Fig. 1: gate-type map
Drawn at 4 px/um.
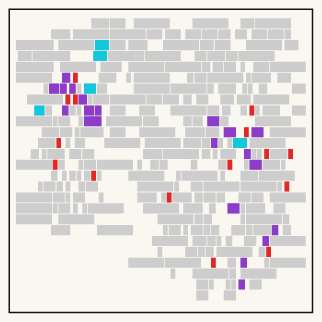
Fig. 2: port wiring
Drawn at 6 px/um.
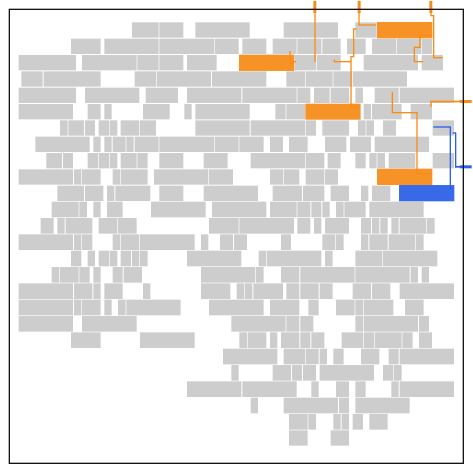
==> config.mk <==
export PLATFORM = sky130hd
export DESIGN_NAME = uart_sel_rx
export DESIGN_NICKNAME = d
export VERILOG_FILES = /design/src/rtl/uart_sel_rx_pkg.sv /design/src/rtl/uart_byte_rx.sv /design/src/rtl/uart_sel_rx.sv
export SDC_FILE = /design/constraint.sdc
export NUM_CORES = 1
export LEC_CHECK = 0
export ABC_CLOCK_PERIOD_IN_PS = 3820
export CORE_UTILIZATION = 55
export DETAILED_ROUTE_END_ITERATION = 7
export GPL_ROUTABILITY_DRIVEN = 0
export HOLD_SLACK_MARGIN = 0.06
export PLACE_DENSITY = 0.79
export SLEW_MARGIN = 20
export SYNTH_ARGS = -nofsm -noshare
export SYNTH_HDL_FRONTEND = slang
export SYNTH_HIERARCHICAL = 1
export SYNTH_SLANG_ARGS = --single-unit
==> constraint.sdc <==
create_clock -name s_clk -period 3.82 [get_ports s_clk]
set_clock_uncertainty 0.2 [all_clocks]
set_input_delay 0.764 -clock s_clk [delete_from_list [all_inputs] [get_ports s_clk]]
set_output_delay 0.764 -clock s_clk [all_outputs]
set_load 0.005 [all_outputs]
==> src/rtl/uart_sel_rx_pkg.sv <==
// Shared types and constants for the UART selector receiver.
// Holds the frame header, FSM encodings and bit-time derivation.
package uart_sel_rx_pkg;

  localparam logic [7:0] HDR = 8'hA5;

  typedef enum logic [1:0] {
    B_IDLE,
    B_START,
    B_DATA,
    B_STOP
  } byte_st_e;

  typedef enum logic [1:0] {
    F_HDR,
    F_CMD,
    F_SUM
  } frame_st_e;

  function automatic int clks_per_bit(input int clk_freq, input int baud);
    return clk_freq / baud;
  endfunction

endpackage

==> src/rtl/uart_byte_rx.sv <==
// 8N1 byte receiver: 2-flop synchronizer, mid-bit sampling FSM.
// Pulses byte_valid_o or byte_err_o one clock after the stop sample.
module uart_byte_rx
  import uart_sel_rx_pkg::*;
#(
  parameter int CPB = 434
) (
  input  logic       s_clk,
  input  logic       s_rst_n,
  input  logic       rx_in,
  output logic       byte_valid_o,
  output logic       byte_err_o,
  output logic [7:0] byte_data_o
);

  localparam int CW = $clog2(CPB);
  localparam logic [CW-1:0] FULL = CW'(CPB - 1);
  localparam logic [CW-1:0] HALF = CW'(CPB / 2 - 1);

  logic [1:0]    sync_q;
  logic          prev_q;
  byte_st_e      bst_q, bst_d;
  logic [CW-1:0] cnt_q, cnt_d;
  logic [2:0]    idx_q, idx_d;
  logic [7:0]    sh_q, sh_d;
  logic          hold_q, hold_d;
  logic          done_q, done_d;
  logic          stop_q, stop_d;
  logic          valid_q, err_q;
  logic          rx_s;

  assign rx_s = sync_q[1];

  always_ff @(posedge s_clk or negedge s_rst_n) begin
    if (!s_rst_n) begin
      sync_q  <= 2'b11;
      prev_q  <= 1'b1;
      bst_q   <= B_IDLE;
      cnt_q   <= '0;
      idx_q   <= '0;
      sh_q    <= '0;
      hold_q  <= 1'b0;
      done_q  <= 1'b0;
      stop_q  <= 1'b0;
      valid_q <= 1'b0;
      err_q   <= 1'b0;
    end else begin
      sync_q  <= {sync_q[0], rx_in};
      prev_q  <= rx_s;
      bst_q   <= bst_d;
      cnt_q   <= cnt_d;
      idx_q   <= idx_d;
      sh_q    <= sh_d;
      hold_q  <= hold_d;
      done_q  <= done_d;
      stop_q  <= stop_d;
      valid_q <= done_q & stop_q;
      err_q   <= done_q & ~stop_q;
    end
  end

  always_comb begin
    bst_d  = bst_q;
    cnt_d  = cnt_q + 1'b1;
    idx_d  = idx_q;
    sh_d   = sh_q;
    hold_d = hold_q;
    done_d = 1'b0;
    stop_d = stop_q;
    unique case (bst_q)
      B_IDLE: begin
        cnt_d = '0;
        if (prev_q && !rx_s) bst_d = B_START;
      end
      B_START: begin
        if (cnt_q == HALF) begin
          cnt_d = '0;
          idx_d = '0;
          bst_d = rx_s ? B_IDLE : B_DATA;
        end
      end
      B_DATA: begin
        if (cnt_q == FULL) begin
          cnt_d = '0;
          sh_d  = {rx_s, sh_q[7:1]};
          idx_d = idx_q + 1'b1;
          if (idx_q == 3'd7) bst_d = B_STOP;
        end
      end
      B_STOP: begin
        // a broken stop bit parks here until the line idles high
        if (hold_q) begin
          cnt_d = '0;
          if (rx_s) begin
            hold_d = 1'b0;
            bst_d  = B_IDLE;
          end
        end else if (cnt_q == FULL) begin
          cnt_d  = '0;
          done_d = 1'b1;
          stop_d = rx_s;
          if (rx_s) bst_d = B_IDLE;
          else hold_d = 1'b1;
        end
      end
      default: bst_d = B_IDLE;
    endcase
  end

  assign byte_valid_o = valid_q;
  assign byte_err_o   = err_q;
  assign byte_data_o  = sh_q;

endmodule

==> src/rtl/uart_sel_rx.sv <==
// UART command receiver: validates HDR/CMD/SUM frames and
// drives the music selector with a one-cycle update strobe.
module uart_sel_rx
  import uart_sel_rx_pkg::*;
#(
  parameter int CLK_FREQ     = 50_000_000,
  parameter int BAUD         = 115200,
  parameter int TIMEOUT_CLKS = 50_000
) (
  input  logic       s_clk,
  input  logic       s_rst_n,
  input  logic       rx_in,
  output logic [3:0] data_sel,
  output logic       data_sel_en,
  output logic       frame_err
);

  localparam int CPB = clks_per_bit(CLK_FREQ, BAUD);
  localparam int TW  = $clog2(TIMEOUT_CLKS);
  localparam logic [TW-1:0] TMO_LAST = TW'(TIMEOUT_CLKS - 1);

  if (CPB < 8) begin : g_cpb_chk
    $error("CLKS_PER_BIT must be at least 8");
  end

  logic       bv, be;
  logic [7:0] bd;

  uart_byte_rx #(.CPB(CPB)) u_byte (
    .s_clk       (s_clk),
    .s_rst_n     (s_rst_n),
    .rx_in       (rx_in),
    .byte_valid_o(bv),
    .byte_err_o  (be),
    .byte_data_o (bd)
  );

  frame_st_e     fst_q, fst_d;
  logic [7:0]    cmd_q, cmd_d;
  logic [3:0]    sel_q, sel_d;
  logic          en_q, en_d;
  logic          err_q, err_d;
  logic [TW-1:0] tmo_q, tmo_d;
  logic          tmo_hit;

  assign tmo_hit = (tmo_q == TMO_LAST);

  always_ff @(posedge s_clk or negedge s_rst_n) begin
    if (!s_rst_n) begin
      fst_q <= F_HDR;
      cmd_q <= '0;
      sel_q <= '0;
      en_q  <= 1'b0;
      err_q <= 1'b0;
      tmo_q <= '0;
    end else begin
      fst_q <= fst_d;
      cmd_q <= cmd_d;
      sel_q <= sel_d;
      en_q  <= en_d;
      err_q <= err_d;
      tmo_q <= tmo_d;
    end
  end

  always_comb begin
    fst_d = fst_q;
    cmd_d = cmd_q;
    sel_d = sel_q;
    en_d  = 1'b0;
    err_d = 1'b0;
    tmo_d = tmo_q + 1'b1;
    if (fst_q == F_HDR || bv) tmo_d = '0;
    unique case (fst_q)
      F_HDR: begin
        if (bv && bd == HDR) fst_d = F_CMD;
      end
      F_CMD: begin
        // a repeated header resyncs the frame
        if (bv) begin
          if (bd == HDR) begin
            fst_d = F_CMD;
          end else if (bd[7:4] == 4'h0) begin
            cmd_d = bd;
            fst_d = F_SUM;
          end else begin
            err_d = 1'b1;
            fst_d = F_HDR;
          end
        end else if (be || tmo_hit) begin
          err_d = 1'b1;
          fst_d = F_HDR;
        end
      end
      F_SUM: begin
        if (bv) begin
          fst_d = F_HDR;
          if (bd == (HDR ^ cmd_q)) begin
            sel_d = cmd_q[3:0];
            en_d  = 1'b1;
          end else begin
            err_d = 1'b1;
          end
        end else if (be || tmo_hit) begin
          err_d = 1'b1;
          fst_d = F_HDR;
        end
      end
      default: fst_d = F_HDR;
    endcase
  end

  assign data_sel    = sel_q;
  assign data_sel_en = en_q;
  assign frame_err   = err_q;

endmodule

==> results.txt <==
Implementation results.

The synth_stat.txt file lists the number of cells as 265. The post-synthesis register bit count is 62. The cell count of the worst hold path is 0. The number of hold violations in the final report is 0.

The number of warnings reported in the stage logs is 31. The number of cells on the worst reg-to-reg path is 6. The setup TNS is 0 ns.

The type of the worst min-delay path is reg -> reg. The routed wire length per instance is roughly 14 um. The global-route track usage on met3 is 0.0873. The number of enable flip-flop cells is 0. The logic area is 1320 um^2.

Leaving out fill and tap cells, the most frequent cells in the layout are 59 x sky130_fd_sc_hd__dfrtp_1, 33 x sky130_fd_sc_hd__nor2_1, 18 x sky130_fd_sc_hd__xnor2_1. The worst setup path is launched from a flop. In the setup report, the worst path falls into the class reg -> reg.

Per the GRT log, the top usage layer is met2. The origin of the critical flop-to-flop path is u_byte/cnt_q[1]. Yosys printed 6 warnings. Dividing the detail-routed via count by the number of cells gives around 5.4. The clock-pin slew reported for the worst setup and hold paths after clock tree synthesis is 0.06 ns. The post-synthesis cell count is around 270. The cell taking the most area after synthesis is sky130_fd_sc_hd__dfrtp_1.

The level count of the clock H-tree is 3. STA lists the endpoint of the worst register-to-register path as u_byte/byte_data_o[6]. The routed design uses between 100 and 150 um of met3 wire.

The number of buffers added by the clock tree synthesis step is 9. The share of the Yosys chip area taken by registers is 0.524. Per STA, the highest per-stage delay on the worst path measures about 0.67 ns. The share of the core filled with cells is 0.634.

For reference, the top cells by area after synthesis are sky130_fd_sc_hd__dfrtp_1 50%, sky130_fd_sc_hd__mux2_2 6.5%, sky130_fd_sc_hd__xnor2_1 5.3%, sky130_fd_sc_hd__ha_1 4.2%, sky130_fd_sc_hd__nor2_1 4.2%. Post-route period utilization is reported as 0.615. The via count of the first global-routing pass is 1892. The worst-skew pair later-pin latency is approximately 0.33 ns. The iteration count recorded for the first detailed-route pass is 4. 9 I/O pins were placed. The die is 75.4 um wide. The sum of routed wire segments on met1 is 2320 um. The slew at the pin with the worst max-slew slack is 0.486 ns. Wire segments on met2 add up to between 2000 and 2500 um in the final route. The areal power density over the cells is approximately 400 nW/um^2.

The timing report gives the worst reg2reg path a setup slack of about 1.5 ns. The overall die size recorded for this design is around 5700 um^2. The die boundary height is about 75 um. Per the log, the first TritonRoute iteration ended with a DRC count of 64.

The area fraction of the dominant cell type after synthesis is 0.498. The final setup violation count is 0. The wire length after detailed routing is just under 5000 um.

The worst path needs about 2.4 ns of the cycle, external delays included. After clock tree synthesis, the repair step resized 0 gates. The global router's overall resource usage is 0.203.

The number of nets in the finished design is roughly 290. For this design, the slowest cell found on the critical path is sky130_fd_sc_hd__or4_1. In this run the remaining antenna-violating nets after routing total 0.

For this run, the script counts the antenna cells in the layout as 0. The launch point of the worst hold path is u_byte/sync_q[0]. The worst setup path endpoint is u_byte/byte_data_o[6]. The core region area is a little over 5000 um^2.

For this configuration, the core starts out at a cell density of 0.577. After detailed routing, the number of remaining DRC violations is 0. The launching element of the worst setup path is u_byte/cnt_q[1].

The number of sinks handled by clock tree synthesis is roughly 62. Walking the worst path, the cells encountered are inv_1 > ha_1 > nand2_1 > or4_1 > nor2_4 > mux2_2. The wire length of the first global-routing pass is 8340 um. The row count is 26. The initial antenna violation count is 0. The required time at the worst-slack endpoint is 3.84 ns. The fraction of met2 tracks used by global routing is 0.324. The worst max-slew margin expressed relative to the limit is 0.672.

The post-synth design cell area is 2970 um^2. The run finished with clean final reports. The worst setup path is captured at a flop. The overflow left after global routing is 0. At the worst endpoint, the arrival time is around 2.4 ns. In this run the tool buffered the top-level ports with 8 buffer cells. The worst ir drop on vdd is about 0.32 mV. The number of buffers inserted to repair setup after CTS is 0. In this run, post-CTS hold repair placed 0 buffers. The area taken by flip-flops and latches is about 1600 um^2. The proportion of register bits with asynchronous set or reset after synthesis is 1.00. The synthesized net count is approximately 280. The yosys-reported design area after synthesis is about 3000 um^2. Setup repair after global routing left no endpoint under its margin. Yosys reports that the most numerous cell types are 59 x sky130_fd_sc_hd__dfrtp_1, 33 x sky130_fd_sc_hd__nor2_1, 18 x sky130_fd_sc_hd__xnor2_1, 17 x sky130_fd_sc_hd__mux2_2, 15 x sky130_fd_sc_hd__inv_1. Per the detail_route report, the via count comes to about 1900. The run reported a max-capacitance violation count of 0. The highest fanout seen on the critical path is 11. In the final layout, the fill cell count is 413.

Entering global routing, the biggest net connects approximately 43 pins. In this run the deepest clock path goes through 2 buffers. Averaged over all synthesized cells, the footprint is ~11 um^2. The tally of unique sky130hd cells used after synthesis is roughly 48. The most common cell in the synthesized netlist is sky130_fd_sc_hd__dfrtp_1.

The global routing report lists met1 layer usage as 0.244. Counting pins that exceed their max-slew limit in the final report gives 0. The total half-perimeter wirelength after legalization and detailed placement is roughly 3400 um. The clock tree from TritonCTS is done.

The most frequently used flop master after synthesis is sky130_fd_sc_hd__dfrtp_1. The endpoint of the worst hold path is reported as u_byte/sync_q[1]. The uppermost layer routed is met4. The cell at the root of the clock tree is sky130_fd_sc_hd__clkbuf_8. The highest clock rate is approximately 430 MHz. The leakage power in the latest report is about 1.4 nW. Per the run report, area growth between synthesis and finish was 9.92%. The share of final-layout standard cells stronger than drive strength 1 is 0.165.
About Fig. 1:
| family | color | cells |
|---|---|---|
| inv cells | red | 15 |
| non-inverting ao/oa cells | cyan | 5 |
| aoi and oai cells | purple | 20 |
leading cell type in the layout, fill and taps excluded: sky130_fd_sc_hd__dfrtp_1
final standard cell count with taps included and fillers excluded: 354
fraction of standard cell area in multi-input logic: 0.403

About Fig. 2:
| port | color | direction | end cells | buffers | wire |
|---|---|---|---|---|---|
| `frame_err` | blue | output | 1 | 1 | 20.2 um |
| `data_sel` | orange | output | 4 | 4 | 78.7 um |

[cells by family after synthesis]
group | synth area share
buf+inv | 0.0321
flops | 0.524
simple gates | 0.191
mux | 0.0696
xor+xnor | 0.0797
fa+ha+maj | 0.0422
compound gates | 0.0608
[state kept, by name, summed over array words and instances, names as in the netlist, named ones only]
| name | flops |
|---|---|
| u_byte/done_q | 1 |
| frame_err | 1 |
| u_byte/sync_q | 2 |
| u_byte/stop_q | 1 |
| data_sel_en | 1 |
| u_byte/prev_q | 1 |
| u_byte/byte_valid_o | 1 |
| u_byte/cnt_q | 9 |
| u_byte/bst_q | 1 |
| tmo_q | 16 |
| u_byte/idx_q | 3 |
| u_byte/byte_data_o | 8 |
| u_byte/byte_err_o | 1 |
| fst_q | 2 |
| cmd_q | 8 |
| u_byte/hold_q | 1 |
| data_sel | 4 |
[critical path: cells and delay by family, from the launching register on]
kind / cells / cell delay, ns
DFF: 1 / 0.39
and+or+nand+nor: 3 / 1.05
adders and majority gates: 1 / 0.14
buffers and inverters: 1 / 0.08
muxes: 1 / 0.38
[through the flow]
step	power, W	hold slack [ns]	setup WS, ns	instance area (um^2)	cells
floorplan	0.000797	0.145	1.69	2970	265
global placement	0.000828	0.147	1.51	3100	338
detailed placement	0.000831	0.149	1.46	3100	338
CTS	0.00132	0.158	1.46	3260	354
global route	0.00137	0.159	1.31	3260	354
finish	0.00130	0.156	1.47	3260	354
[power breakdown]
group          switching (W)  internal, W  leakage (nW)
Sequential         0.0000368     0.000686         0.846
Combinational      0.0000566    0.0000407         0.515
Clock               0.000226     0.000252        0.0844
Total               0.000319     0.000979          1.45
[area by class of cell]
class                   count  area share
clock inverters             2     0.00307
repair buffers              9      0.0253
flip-flops and latches     62       0.477
inverters                  15      0.0173
clock buffers              14      0.0468
multi-input cells         182       0.403
well taps                  70      0.0269
No activity file was given, so power comes from the tool's default toggle rates.
